[config.mk]
export PLATFORM = sky130hd
export DESIGN_NAME = sig_mixer_flat
export DESIGN_NICKNAME = d
export VERILOG_FILES = /design/src/rtl/mixer_pkg.sv /design/src/rtl/sig_mixer_if.sv /design/src/rtl/lfsr16.sv /design/src/rtl/sig_mixer.sv /design/src/flat_wrapper.sv
export SDC_FILE = /design/constraint.sdc
export NUM_CORES = 1
export LEC_CHECK = 0
export ABC_AREA = 1
export CAP_MARGIN = 10
export CORE_ASPECT_RATIO = 1.2
export CORE_MARGIN = 2
export CORE_UTILIZATION = 30
export CTS_CLUSTER_DIAMETER = 80
export DETAILED_ROUTE_END_ITERATION = 12
export GPL_ROUTABILITY_DRIVEN = 0
export HOLD_SLACK_MARGIN = 0.03
export SLEW_MARGIN = 20
export SYNTH_ARGS = -nofsm -noshare
export SYNTH_HDL_FRONTEND = slang
export SYNTH_SLANG_ARGS = --single-unit
[constraint.sdc]
create_clock -name clk -period 8.82 [get_ports clk]
set_clock_uncertainty 0.05 [all_clocks]
set_input_delay 1.323 -clock clk [delete_from_list [all_inputs] [get_ports clk]]
set_output_delay 1.323 -clock clk [all_outputs]
set_load 0.03 [all_outputs]
[src/rtl/mixer_pkg.sv]
// Shared definitions for the sample mixer: FSM encoding, LFSR seed/taps and
// the Q-format unity-gain helper.
package mixer_pkg;

    // FSM state encoding
    localparam logic [1:0] ST_IDLE  = 2'd0;
    localparam logic [1:0] ST_ACCUM = 2'd1;
    localparam logic [1:0] ST_NOISE = 2'd2;
    localparam logic [1:0] ST_OUT   = 2'd3;

    typedef enum logic [1:0] {
        S_IDLE  = ST_IDLE,
        S_ACCUM = ST_ACCUM,
        S_NOISE = ST_NOISE,
        S_OUT   = ST_OUT
    } state_t;

    // Noise LFSR: x^16+x^15+x^13+x^4, Fibonacci, shift left
    localparam logic [15:0]     LFSR_SEED  = 16'h0305;
    localparam int unsigned     LFSR_TAP_A = 15;
    localparam int unsigned     LFSR_TAP_B = 14;
    localparam int unsigned     LFSR_TAP_C = 12;
    localparam int unsigned     LFSR_TAP_D = 3;

    // Unity gain for an unsigned Q1.(gw-1) gain word
    function automatic int unsigned unity_gain(input int unsigned gw);
        return 32'(1) << (gw - 1);
    endfunction

endpackage

[src/rtl/sig_mixer_if.sv]
// Mixer control/data bundle.
//   master: drives sample_tick, gate, ch_en, ch_gain, noise_en, sig_in
//   slave : drives sig_out, sig_valid, busy, clip, overrun
interface sig_mixer_if #(
    parameter int unsigned NCH = 4,
    parameter int unsigned W   = 16,
    parameter int unsigned GW  = 4
);
    logic                sample_tick;
    logic                gate;
    logic [NCH-1:0]      ch_en;
    logic [NCH*GW-1:0]   ch_gain;
    logic                noise_en;
    logic [NCH*W-1:0]    sig_in;
    logic [W-1:0]        sig_out;
    logic                sig_valid;
    logic                busy;
    logic                clip;
    logic                overrun;

    modport master (
        output sample_tick, gate, ch_en, ch_gain, noise_en, sig_in,
        input  sig_out, sig_valid, busy, clip, overrun
    );

    modport slave (
        input  sample_tick, gate, ch_en, ch_gain, noise_en, sig_in,
        output sig_out, sig_valid, busy, clip, overrun
    );
endinterface

[src/rtl/lfsr16.sv]
// 16-bit Fibonacci LFSR noise source; advances one step per cycle with step high.
//   clk, rst : clock, async active-high reset (loads LFSR_SEED)
//   step     : advance one position
//   q        : current LFSR state
module lfsr16
    import mixer_pkg::*;
(
    input  logic        clk,
    input  logic        rst,
    input  logic        step,
    output logic [15:0] q
);

    logic w_fb;

    assign w_fb = q[LFSR_TAP_A] ^ q[LFSR_TAP_B] ^ q[LFSR_TAP_C] ^ q[LFSR_TAP_D];

    // Seed is nonzero and the taps are maximal-length, so all-zero never occurs
    always_ff @(posedge clk or posedge rst) begin
        if (rst) begin
            q <= LFSR_SEED;
        end else if (step) begin
            q <= {q[14:0], w_fb};
        end
    end

endmodule

[src/rtl/sig_mixer.sv]
// Time-multiplexed mixer: sums NCH gained oscillator channels plus an optional
// LFSR noise voice, one channel per clock, and saturates to W bits.
//   clk, rst : clock, async active-high reset
//   bus      : sig_mixer_if.slave (tick, gate, enables, gains, samples in;
//              sig_out, sig_valid, busy, clip, overrun out)
module sig_mixer
    import mixer_pkg::*;
#(
    parameter int unsigned NCH         = 4,
    parameter int unsigned W           = 16,
    parameter int unsigned GW          = 4,
    parameter int unsigned NOISE_SHIFT = 2
) (
    input  logic         clk,
    input  logic         rst,
    sig_mixer_if.slave   bus
);

    localparam int unsigned ACC_W  = W + $clog2(NCH + 1) + 1;
    localparam int unsigned PROD_W = W + GW;
    localparam int unsigned IDX_W  = (NCH > 1) ? $clog2(NCH) : 1;
    localparam int unsigned Q_FRAC = $clog2(unity_gain(GW));

    state_t              r_state;
    state_t              w_state_nxt;

    logic [NCH*W-1:0]    r_sig;
    logic [NCH*GW-1:0]   r_gain;
    logic [NCH-1:0]      r_en;
    logic                r_gate;
    logic                r_noise_en;
    logic [ACC_W-1:0]    r_acc;
    logic [IDX_W-1:0]    r_idx;

    logic [W-1:0]        r_sig_out;
    logic                r_sig_valid;
    logic                r_busy;
    logic                r_clip;
    logic                r_overrun;

    logic                w_accept;
    logic                w_lfsr_step;
    logic [15:0]         w_lfsr;
    logic [W-1:0]        w_cur_in;
    logic [GW-1:0]       w_cur_gain;
    logic [PROD_W-1:0]   w_prod;
    logic [ACC_W-1:0]    w_term;
    logic [ACC_W-1:0]    w_noise;
    logic [ACC_W-1:0]    w_sum;
    logic                w_sat;
    logic [W-1:0]        w_result;

    assign w_accept    = bus.sample_tick && (r_state == S_IDLE);
    assign w_lfsr_step = w_accept;

    lfsr16 u_lfsr (
        .clk  (clk),
        .rst  (rst),
        .step (w_lfsr_step),
        .q    (w_lfsr)
    );

    // Single shared multiplier, fed by the channel selected by r_idx
    assign w_cur_in   = r_sig[r_idx*W +: W];
    assign w_cur_gain = r_gain[r_idx*GW +: GW];
    assign w_prod     = PROD_W'(w_cur_in) * PROD_W'(w_cur_gain);
    assign w_term     = r_en[r_idx] ? ACC_W'(w_prod >> Q_FRAC) : '0;

    // Noise add and saturation are folded into the NOISE cycle so the
    // registered result is visible in the OUT cycle
    assign w_noise  = r_noise_en ? ACC_W'(w_lfsr >> NOISE_SHIFT) : '0;
    assign w_sum    = r_acc + w_noise;
    assign w_sat    = w_sum > ACC_W'({W{1'b1}});
    assign w_result = !r_gate ? '0 : (w_sat ? '1 : w_sum[W-1:0]);

    // State register
    always_ff @(posedge clk or posedge rst) begin
        if (rst) begin
            r_state <= S_IDLE;
        end else begin
            r_state <= w_state_nxt;
        end
    end

    // Next-state logic
    always_comb begin
        w_state_nxt = r_state;
        case (r_state)
            S_IDLE:  if (bus.sample_tick) w_state_nxt = S_ACCUM;
            S_ACCUM: if (r_idx == IDX_W'(NCH - 1)) w_state_nxt = S_NOISE;
            S_NOISE: w_state_nxt = S_OUT;
            S_OUT:   w_state_nxt = S_IDLE;
            default: w_state_nxt = S_IDLE;
        endcase
    end

    // Snapshot, accumulate and output registers
    always_ff @(posedge clk or posedge rst) begin
        if (rst) begin
            r_sig       <= '0;
            r_gain      <= '0;
            r_en        <= '0;
            r_gate      <= 1'b0;
            r_noise_en  <= 1'b0;
            r_acc       <= '0;
            r_idx       <= '0;
            r_sig_out   <= '0;
            r_sig_valid <= 1'b0;
            r_busy      <= 1'b0;
            r_clip      <= 1'b0;
            r_overrun   <= 1'b0;
        end else begin
            r_sig_valid <= 1'b0;
            r_busy      <= (w_state_nxt != S_IDLE);
            if (bus.sample_tick && (r_state != S_IDLE)) begin
                r_overrun <= 1'b1;
            end
            case (r_state)
                S_IDLE: begin
                    if (w_accept) begin
                        r_sig      <= bus.sig_in;
                        r_gain     <= bus.ch_gain;
                        r_en       <= bus.ch_en;
                        r_gate     <= bus.gate;
                        r_noise_en <= bus.noise_en;
                        r_acc      <= '0;
                        r_idx      <= '0;
                    end
                end
                S_ACCUM: begin
                    r_acc <= r_acc + w_term;
                    r_idx <= r_idx + IDX_W'(1);
                end
                S_NOISE: begin
                    r_acc       <= w_sum;
                    r_sig_out   <= w_result;
                    r_clip      <= r_gate & w_sat;
                    r_sig_valid <= 1'b1;
                end
                default: ;
            endcase
        end
    end

    assign bus.sig_out   = r_sig_out;
    assign bus.sig_valid = r_sig_valid;
    assign bus.busy      = r_busy;
    assign bus.clip      = r_clip;
    assign bus.overrun   = r_overrun;

endmodule
[src/flat_wrapper.sv]
// flat-port wrapper written by rule: the top's interface ports become plain ports
module sig_mixer_flat import mixer_pkg::*;
#(
    parameter int unsigned NCH         = 4,
    parameter int unsigned W           = 16,
    parameter int unsigned GW          = 4,
    parameter int unsigned NOISE_SHIFT = 2
)
  (clk, rst, bus_sample_tick, bus_gate, bus_ch_en, bus_ch_gain, bus_noise_en, bus_sig_in, bus_sig_out, bus_sig_valid, bus_busy, bus_clip, bus_overrun);
  sig_mixer_if #(.NCH(NCH), .W(W), .GW(GW)) bus_i ();
  input  logic clk;
  input  logic rst;
  input wire logic [$bits(bus_i.sample_tick)-1:0] bus_sample_tick;
  input wire logic [$bits(bus_i.gate)-1:0] bus_gate;
  input wire logic [$bits(bus_i.ch_en)-1:0] bus_ch_en;
  input wire logic [$bits(bus_i.ch_gain)-1:0] bus_ch_gain;
  input wire logic [$bits(bus_i.noise_en)-1:0] bus_noise_en;
  input wire logic [$bits(bus_i.sig_in)-1:0] bus_sig_in;
  output wire logic [$bits(bus_i.sig_out)-1:0] bus_sig_out;
  output wire logic [$bits(bus_i.sig_valid)-1:0] bus_sig_valid;
  output wire logic [$bits(bus_i.busy)-1:0] bus_busy;
  output wire logic [$bits(bus_i.clip)-1:0] bus_clip;
  output wire logic [$bits(bus_i.overrun)-1:0] bus_overrun;
  assign bus_i.sample_tick = bus_sample_tick;
  assign bus_i.gate = bus_gate;
  assign bus_i.ch_en = bus_ch_en;
  assign bus_i.ch_gain = bus_ch_gain;
  assign bus_i.noise_en = bus_noise_en;
  assign bus_i.sig_in = bus_sig_in;
  assign bus_sig_out = bus_i.sig_out;
  assign bus_sig_valid = bus_i.sig_valid;
  assign bus_busy = bus_i.busy;
  assign bus_clip = bus_i.clip;
  assign bus_overrun = bus_i.overrun;
  sig_mixer #(.NCH(NCH), .W(W), .GW(GW), .NOISE_SHIFT(NOISE_SHIFT)) u_core (.clk(clk), .rst(rst), .bus(bus_i));
endmodule
==> datasheet_impl.txt, run 1 <==
Table: implementation figures

Parameter                              Value

Synthesis
  Commonest flop    sky130_fd_sc_hd__dfrtp_1
  Post-Synthesis Mean Instance Area    6.97 um2
  Register bit total from synthesis    146
  Most numerous cell in the Yosys netlist    sky130_fd_sc_hd__nand2_1
  Post-Synthesis Net Count    1685
  Most frequent cells after synthesis    sky130_fd_sc_hd__nand2_1 (567), sky130_fd_sc_hd__inv_1 (198), sky130_fd_sc_hd__dfrtp_1 (142), sky130_fd_sc_hd__nor2_1 (119), sky130_fd_sc_hd__o21ai_0 (92)
  Post-synth tally of flip-flops with integrated enable    0
  Cell Area, Synth    0.0105 mm2

Drt
  Antenna Violating Nets Remaining    0
  Met1 layer wirelength in the final routing    12600 um
  DRC violation count after routing    0
  Post-Route WL    ~28000 um
  Routed via count    9657

STA
  Min cycle time layout    around 6000 ps
  Final worst path period share    about two thirds
  Accumulated negative setup slack    0 ps
  # setup viols final    0
  Final setup margin    2850 ps
  Final number of max-transition violations    0

Cells and area
  Number of inserted filler cells in the final layout    between 3000 and 4000
  Buffer count excluding the clock tree in the final layout    116
  Inverter count of the layout excluding clock inverters    ~200
  Most instantiated logic cells after routing    sky130_fd_sc_hd__nand2_1 (566), sky130_fd_sc_hd__inv_1 (197), sky130_fd_sc_hd__dfrtp_1 (141), sky130_fd_sc_hd__nor2_1 (119), sky130_fd_sc_hd__clkdlybuf4s50_1 (108)
  Clock buffers    19
  Area occupied by registers    0.00366 mm2
  Flops    146
  Mi-comb count    1111

Worst hold path
  Hold WC Path Type    reg2reg

Run
  Tally of OpenROAD warnings    30
  Max-cap violation count    0

Die
  Full die area    0.0366 mm2
  Horizontal die dimension    175 um
  Floorplan Core Area    0.0347 mm2
  Std cell rows    about 75

Critical path
  Type of element launching the critical path    register
  Top fanout value on the critical path    34

Global route
  Global-route usage over all layers    15.6%
  Initial antenna violation count    0
  Routing layer with the top usage in global route    met2

Outcome
  Run status    finished, final reports clean

Placed design
  Placement Setup Slack    2890 ps

CTS
  Number of buffers inserted by hold repair at cts    0
-- run 1: metrics by stage --
stage / cell area, um2 / util (%)
6_report: 12600 / 36.3
5_1_grt: 12600 / 36.3
4_1_cts: 12600 / 36.3
3_5_place_dp: 12000 / 34.6
3_3_place_gp: 12000 / 34.6
2_1_floorplan: 10500 / -
-- run 1: worst max-delay path, delay by kind of cell, from the launching register on --
family                     cells  cell delay [ps]
buffers and inverters          5             1050
and+or+nand+nor               16             1610
adders and majority gates      4             1810
DFF                            1              440
AOI/OAI and AO/OA              4              900
-- run 1: final timing paths --
kind | to | depth (start not counted) | startpoint | slack (ps)
max | u_core.r_acc[18] | 29 | u_core.r_idx[1] | 2850
min | u_core.r_sig[62] | 2 | u_core.r_sig[62] | 430
max reg2reg | u_core.r_acc[18] | 29 | u_core.r_idx[1] | 2850
min reg2reg | u_core.r_sig[62] | 2 | u_core.r_sig[62] | 430
max in group asynchronous | u_core.r_sig[52] | 3 | rst | 5980
min in group asynchronous | u_core.bus.sig_valid | 2 | rst | 1360
-- run 1: registers in the layout (all words and copies together), names as in the netlist --
name	count
u_core.u_lfsr.q	16
u_core.r_idx	2
u_core.r_acc	20
u_core.r_noise_en	1
u_core.r_en	4
u_core.r_state	2
u_core.r_gate	1
u_core.bus.overrun	1
u_core.r_sig	64
u_core.bus.clip	1
u_core.bus.busy	1
u_core.bus.sig_out	16
u_core.bus.sig_valid	1
u_core.r_gain	16
-- run 1: cells by family (layout without fill, tap and decap cells) --
| logic type | after synthesis | in the layout | synth area share [%] |
|---|---|---|---|
| xor+xnor | 19 | 19 | 1.58 |
| simple gates | 781 | 781 | 29.7 |
| compound gates | 224 | 224 | 12.1 |
| flops | 146 | 146 | 34.8 |
| fa+ha+maj | 87 | 87 | 12.5 |
| buf+inv | 252 | 348 | 9.34 |
### Track usage over the die, run 1

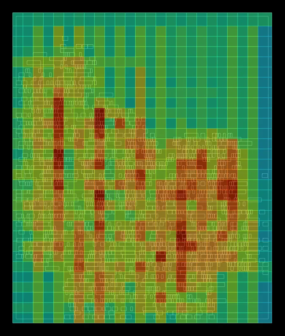
WL/cell: 13.5 um
global-route met2 utilization: 26.9%

### The metal 3 layer, run 1

(2 px per um)
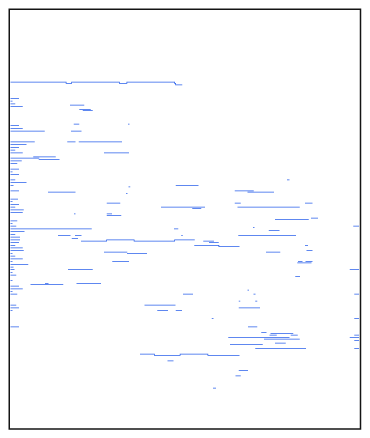
The layer holds 3.8% of the routed length. The wires run mostly horizontal.

### Placement by cell class, run 1

(2 px per um) Fill, decap, tap and diode cells in grey.
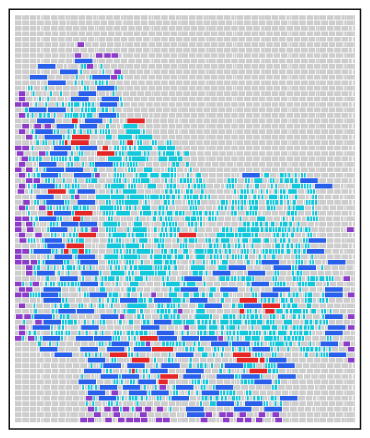
Blue marks sequential cells, cells 146, share of their area 30%. Cyan marks combinational and other logic, cells 1311, share of their area 55%. Red marks clock drivers and dummy loads, cells 32, share of their area 5.0%. Purple marks remaining buffers and delay cells, cells 116, share of their area 9.5%.

## Run 2: what changed since run 1
==> constraint.sdc (replaced) <==
create_clock -name clk -period 5.3 [get_ports clk]
set_clock_uncertainty 0.05 [all_clocks]
set_input_delay 0.795 -clock clk [delete_from_list [all_inputs] [get_ports clk]]
set_output_delay 0.795 -clock clk [all_outputs]
set_load 0.03 [all_outputs]
### Placement by cell class, run 2

(2 px per um) Fill, decap, tap and diode cells in grey.
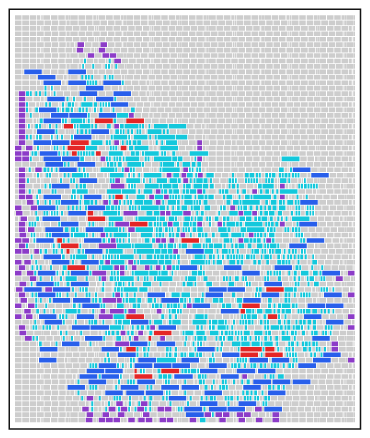
Red marks clock drivers and dummy loads, cells 32, share of their area 4.3%. Blue marks sequential cells, cells 146, share of their area 27%. Cyan marks combinational and other logic, cells 1311, share of their area 55%. Purple marks remaining buffers and delay cells, cells 184, share of their area 13%.

==> run 2 against run 1 <==
Compared with the run above: area after synthesis did not move; die area stayed put; core utilization grew 4.1 points; sequential cell count did not move; critical path depth rose by 1; non-clock buffer count rose by 68.
==> datasheet_impl.txt, run 2 <==
Table: implementation figures

Parameter                              Value

Worst hold path
  Hold WC Path Type    reg2reg

Synthesis
  Mux frac, synth    0%
  Post-Synthesis Mean Instance Area    between 6 and 7 um2
  Register bit total from synthesis    roughly 150
  XOR-XNOR Cells, Area Fraction    1.58%
  Post-synth tally of flip-flops with integrated enable    0

Drt
  WL/cell    roughly 14 um
  Routed via count    10100
  DRC violation count after routing    0

Critical path
  Kind of cell with the highest combined delay on the critical path    simple AND/OR/NAND/NOR gates
  Top fanout value on the critical path    10

Cells and area
  Utilization of the core after routing    40.4%
  Biggest register    u_core.r_sig
  Most instantiated logic cells after routing    sky130_fd_sc_hd__nand2_1 (541), sky130_fd_sc_hd__inv_1 (168), sky130_fd_sc_hd__dfrtp_1 (141), sky130_fd_sc_hd__clkdlybuf4s50_1 (108), sky130_fd_sc_hd__nor2_1 (94)
  Biggest registers after layout    u_core.r_sig: 64 flops, u_core.r_acc: 20 flops
  Max FFs per register    64

Global route
  Global-route usage over all layers    between 10% and 20%
  Initial antenna violation count    1

STA
  Final worst path period share    approximately 97%
  Final number of max-transition violations    0
  # setup viols final    0

Outcome
  Run status    finished, final reports clean

Die
  Std cell rows    approximately 75

Placed design
  Placement Setup Slack    -188 ps
-- run 2: cell counts after synthesis --
Identical to the previous run, type by type.
-- run 2: kinds of logic after synthesis --
| group | Yosys count |
|---|---|
| DFF | 146 |
| adders and majority gates | 87 |
| and+or+nand+nor | 781 |
| AOI/OAI and AO/OA | 224 |
| xor gates and xnor gates | 19 |
| buffers and inverters | 252 |
-- run 2: cell type report --
type | instances | area, um2
sequential | 146 | 3660
fill | 3559 | 20700
timing repair buffer | 184 | 1780
antenna | 1 | 2.50
tap | 462 | 578
clock buffer | 22 | 484
clock inverter | 10 | 98.8
multi-input combinational | 1111 | 6670
inverter | 200 | 761
-- run 2: repair_timing --
item                       CTS  global route
cloned                       0             1
resized                     10           213
hold buffers                 0             0
buffers inserted             3            41
pin swaps                    0           101
setup endpoints to repair   10            15
-- run 2: final timing paths --
check	from	to	slack (ps)	cells past startpoint
max in group asynchronous	rst	u_core.r_sig[25]	3400	3
worst min register to register	u_core.r_en[3]	u_core.r_en[3]	430	2
worst max register to register	u_core.r_idx[0]	u_core.r_acc[18]	140	30
min in group asynchronous	rst	u_core.r_gate	780	2
worst min-delay path	u_core.r_en[3]	u_core.r_en[3]	430	2
worst max-delay path	u_core.r_idx[0]	u_core.r_acc[18]	140	30
-- run 2: metal layers --
metal | part of all wire [%] | vias up | track usage (%)
li1 | - | 5060 | -
met1 | 45 | 4734 | 20.6
met2 | 50 | 212 | 27.2
met3 | 3.1 | 48 | 2.51
met4 | 2.2 | 0 | 4.86
met5 | 0 | - | 0
-- run 2: per-stage QoR --
stage          instance area (um2)  hold WS [ps]  TNS, ps
2_1_floorplan                10500           391        0
4_1_cts                      12900           433        0
5_1_grt                      14000           445     -633
3_3_place_gp                 12300           412    -38.4
6_report                     14000           429        0
3_5_place_dp                 12300           416     -683
